[config.mk]
export PLATFORM = sky130hd
export DESIGN_NAME = raycast_stack_ctrl
export DESIGN_NICKNAME = d
export VERILOG_FILES = /design/src/rtl/raycast_stack_ctrl.sv
export SDC_FILE = /design/constraint.sdc
export NUM_CORES = 1
export LEC_CHECK = 0
export ABC_AREA = 1
export CAP_MARGIN = 30
export CORE_MARGIN = 1
export CORE_UTILIZATION = 32
export CTS_CLUSTER_SIZE = 40
export DETAILED_ROUTE_END_ITERATION = 8
export GPL_TIMING_DRIVEN = 0
export RECOVER_POWER = 50
export SYNTH_ARGS = -nofsm -noshare
export SYNTH_HDL_FRONTEND = slang
export SYNTH_SLANG_ARGS = --single-unit
[constraint.sdc]
create_clock -name clk -period 5.2 [get_ports clk]
set_input_delay 1.04 -clock clk [delete_from_list [all_inputs] [get_ports clk]]
set_output_delay 1.04 -clock clk [all_outputs]
set_load 0.03 [all_outputs]
[src/rtl/raycast_stack_ctrl.sv]
// raycast_stack_ctrl
//   Sequencer and bounds guard placed in front of the memory-based ray
//   traversal stack. It takes one command at a time from the traversal
//   FSM: push, pop, pop-to-level (octree ascend) or clear. It issues
//   single-cycle push/pop strobes to the stack and keeps its own
//   occupancy count. That count is authoritative because the stack itself
//   only has a wrapping pointer. Each command is answered exactly once on
//   a valid/ready response channel.
//
// Ports
//   clk, rst_n        clock, asynchronous active-low reset
//   req_valid/ready   command handshake (ready only while idle)
//   req_op            00 push, 01 pop, 10 pop-to-level, 11 clear
//   req_data          frame to push
//   req_level         target occupancy for pop-to-level
//   rsp_valid/ready   response handshake, held until consumed
//   rsp_data          last popped frame, pushed frame echo, or 0
//   rsp_err           overflow / underflow / unreachable target
//   stk_push/pop      registered one-cycle strobes to the stack
//   stk_wdata         frame presented to the stack on push
//   stk_rdata         current top-of-stack from the stack
//   level/empty/full  registered occupancy status
//
// Optional feature (macro RAYCAST_STACK_CTRL_STATS_EN)
//   max_level         high-water mark of level, cleared by clear and reset
//   err_count         saturating count of error responses, reset-only clear

module raycast_stack_ctrl #(
  parameter int dw         = 32,
  parameter int depth      = 8,
  parameter int depth_log2 = 3
) (
  input  logic                  clk,
  input  logic                  rst_n,
  input  logic                  req_valid,
  output logic                  req_ready,
  input  logic [1:0]            req_op,
  input  logic [dw-1:0]         req_data,
  input  logic [depth_log2:0]   req_level,
  output logic                  rsp_valid,
  input  logic                  rsp_ready,
  output logic [dw-1:0]         rsp_data,
  output logic                  rsp_err,
  output logic                  stk_push,
  output logic                  stk_pop,
  output logic [dw-1:0]         stk_wdata,
  input  logic [dw-1:0]         stk_rdata,
  output logic [depth_log2:0]   level,
  output logic                  empty,
  output logic                  full
`ifdef RAYCAST_STACK_CTRL_STATS_EN
  ,
  output logic [depth_log2:0]   max_level,
  output logic [15:0]           err_count
`endif
);

  localparam logic [1:0] OP_PUSH  = 2'b00;
  localparam logic [1:0] OP_POP   = 2'b01;
  localparam logic [1:0] OP_POPTO = 2'b10;
  localparam logic [1:0] OP_CLEAR = 2'b11;

  localparam logic [depth_log2:0] DEPTH_LV = depth[depth_log2:0];

  typedef enum logic [1:0] {
    IDLE,
    PUSH,
    POPN,
    RESP
  } state_t;

  state_t                state;
  state_t                state_next;
  logic [depth_log2:0]   pops_left;
  logic [depth_log2:0]   pops_left_next;
  logic [depth_log2:0]   level_next;
  logic                  rsp_valid_next;
  logic [dw-1:0]         rsp_data_next;
  logic                  rsp_err_next;
  logic                  stk_push_next;
  logic                  stk_pop_next;
  logic [dw-1:0]         stk_wdata_next;
  logic                  clear_accept;
  logic                  accept;

  // Gated by rst_n so the command port reads not-ready while reset is held.
  assign req_ready = rst_n & (state == IDLE);
  assign accept    = req_valid & req_ready;

  // State register and all registered outputs. Asserting reset mid-pop
  // drops the strobes at once and discards the pending response.
  always_ff @(posedge clk or negedge rst_n) begin
    if (!rst_n) begin
      state     <= IDLE;
      pops_left <= '0;
      level     <= '0;
      empty     <= 1'b1;
      full      <= 1'b0;
      rsp_valid <= 1'b0;
      rsp_data  <= '0;
      rsp_err   <= 1'b0;
      stk_push  <= 1'b0;
      stk_pop   <= 1'b0;
      stk_wdata <= '0;
    end else begin
      state     <= state_next;
      pops_left <= pops_left_next;
      level     <= level_next;
      empty     <= (level_next == '0);
      full      <= (level_next == DEPTH_LV);
      rsp_valid <= rsp_valid_next;
      rsp_data  <= rsp_data_next;
      rsp_err   <= rsp_err_next;
      stk_push  <= stk_push_next;
      stk_pop   <= stk_pop_next;
      stk_wdata <= stk_wdata_next;
    end
  end

  // Next-state and next-output logic. Strobes default low, so each strobe
  // lasts one cycle unless POPN explicitly re-arms it for the next entry.
  always_comb begin
    state_next     = state;
    pops_left_next = pops_left;
    level_next     = level;
    rsp_valid_next = rsp_valid;
    rsp_data_next  = rsp_data;
    rsp_err_next   = rsp_err;
    stk_push_next  = 1'b0;
    stk_pop_next   = 1'b0;
    stk_wdata_next = stk_wdata;
    clear_accept   = 1'b0;

    case (state)
      IDLE: begin
        if (accept) begin
          case (req_op)
            OP_PUSH: begin
              if (full) begin
                state_next     = RESP;
                rsp_valid_next = 1'b1;
                rsp_err_next   = 1'b1;
                rsp_data_next  = '0;
              end else begin
                state_next     = PUSH;
                stk_push_next  = 1'b1;
                stk_wdata_next = req_data;
              end
            end
            OP_POP: begin
              if (empty) begin
                state_next     = RESP;
                rsp_valid_next = 1'b1;
                rsp_err_next   = 1'b1;
                rsp_data_next  = '0;
              end else begin
                state_next     = POPN;
                stk_pop_next   = 1'b1;
                pops_left_next = {{depth_log2{1'b0}}, 1'b1};
              end
            end
            OP_POPTO: begin
              if (req_level > level) begin
                state_next     = RESP;
                rsp_valid_next = 1'b1;
                rsp_err_next   = 1'b1;
                rsp_data_next  = '0;
              end else if (req_level == level) begin
                state_next     = RESP;
                rsp_valid_next = 1'b1;
                rsp_err_next   = 1'b0;
                rsp_data_next  = '0;
              end else begin
                state_next     = POPN;
                stk_pop_next   = 1'b1;
                pops_left_next = level - req_level;
              end
            end
            default: begin
              clear_accept   = 1'b1;
              level_next     = '0;
              state_next     = RESP;
              rsp_valid_next = 1'b1;
              rsp_err_next   = 1'b0;
              rsp_data_next  = '0;
            end
          endcase
        end
      end

      PUSH: begin
        level_next     = level + 1'b1;
        state_next     = RESP;
        rsp_valid_next = 1'b1;
        rsp_err_next   = 1'b0;
        rsp_data_next  = stk_wdata;
      end

      // stk_rdata is the live top entry, so the frame under the final pop
      // strobe is captured straight into the response register.
      POPN: begin
        level_next = level - 1'b1;
        if (pops_left == {{depth_log2{1'b0}}, 1'b1}) begin
          state_next     = RESP;
          pops_left_next = '0;
          rsp_valid_next = 1'b1;
          rsp_err_next   = 1'b0;
          rsp_data_next  = stk_rdata;
        end else begin
          stk_pop_next   = 1'b1;
          pops_left_next = pops_left - 1'b1;
        end
      end

      RESP: begin
        if (rsp_ready) begin
          state_next     = IDLE;
          rsp_valid_next = 1'b0;
          rsp_err_next   = 1'b0;
          rsp_data_next  = '0;
        end
      end

      default: begin
        state_next = IDLE;
      end
    endcase
  end

`ifdef RAYCAST_STACK_CTRL_STATS_EN
  // High-water mark follows the next level so it moves in step with level.
  // An error response is counted once, when it is first raised.
  always_ff @(posedge clk or negedge rst_n) begin
    if (!rst_n) begin
      max_level <= '0;
      err_count <= '0;
    end else begin
      if (clear_accept) begin
        max_level <= '0;
      end else if (level_next > max_level) begin
        max_level <= level_next;
      end
      if (rsp_err_next && !rsp_err && (err_count != 16'hFFFF)) begin
        err_count <= err_count + 16'd1;
      end
    end
  end
`endif

endmodule

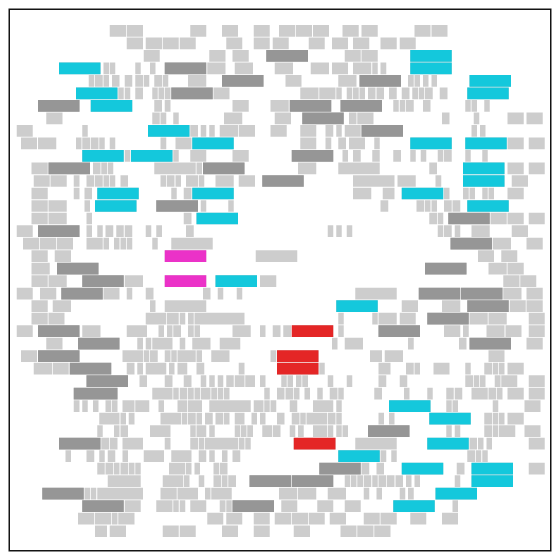
(sequential cells colored by netlist name)
| color | signal | placed flops |
|---|---|---|
| cyan | `rsp_data` | 32 |
| red | `pops_left` | 4 |
| magenta | `state` | 2 |
not colored: 42

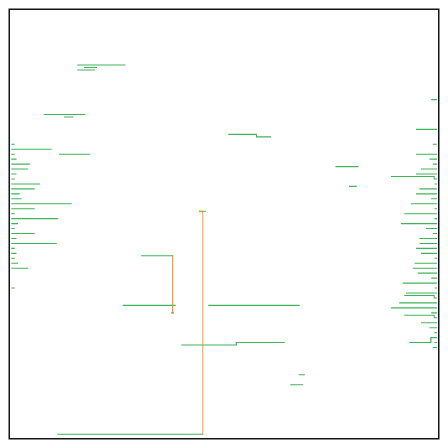
(metal layers overlaid)
Two of the layers only.
| color | layer | wire length |
|---|---|---|
| orange | met4 | 77.8 um |
| green | met3 | 489 um |

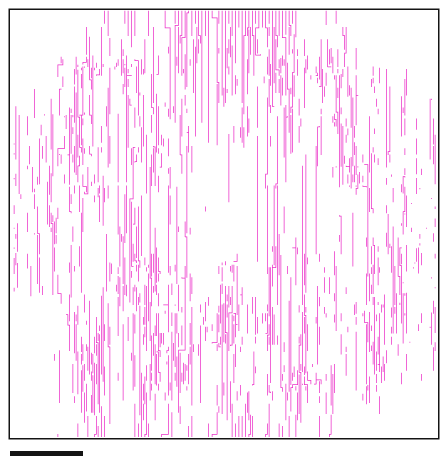
(M2 wires)
Bar = 20 um.
share of all routed wire: 50%
nets with wire on the layer: 587
longest straight run: 38.1 um
main direction: vertical

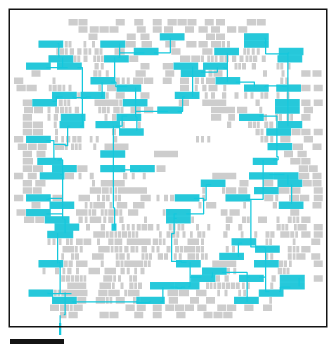
(I/O nets highlighted)
Bar = 20 um.
| color | port | bits | direction | end cells | buffers | wire |
|---|---|---|---|---|---|---|
| cyan | `rst_n` | 1 | input | 82 | 2 | 651 um |
Ports: 149
Port Buf Inserts: 148

==> results.ini <==
[min_path]
min_to=rsp_data[2]
hp-start=rsp_data[2]

[synth]
ys_sh_aoi=0.0561
top_logic_kind=simple AND/OR/NAND/NOR gates
simple_gate_share=0.259
synthCells=495
yosys-top-cells-count=174 x nand2_1, 79 x dfrtp_1, 51 x nand3_1
area_leaders=dfrtp_1 46%, nand2_1 15%, mux2_2 8.5%, nand3_1 6.0%, ha_1 5.3%
ys_cells=495
enable_flop_cells=0

[drt]
drc_errors=0
top_layer_used=met4
vias_per_cell=4.63
vias=3848

[layout]
num-nets-final=749
num_antenna_cells=0
layout-drive-gt1-share=0.109
nNonClkBuffers=172
clkCellAreaFrac=0.0462
fillers=1257
dominant_cells=sequential cells

[pwr]
p_int_uw=1920
power_leader=combinational cells
power.density_mw_per_mm2=569
pg_clk_uw=621
switching_share=0.460
p_leak_uw=0.00307

[floorplan]
num_tap_cells=172
die_h_um=117
fp_util=0.332
die-area_mm2=0.0138

[grt]
grt-ovfl-total=0
grtUsageTotal=0.182
grt_pass1_wl_um=19700

[sta]
maxSlewHeadroom=0.121
finalClockSkew_ps=11.2
tightest_slew_ps=1310
period_used_share=0.645

[clock_network]
post_cts_resized=0
htreeDepth=3
ctsHoldBuffers=0

[worst_setup_path]
reg2reg_from=state[0]
path_buffers=3
reg2reg_setup_slack_ps=2420
required_ps=5420
r2r-end=stk_wdata[18]

[outcome]
status=finished clean

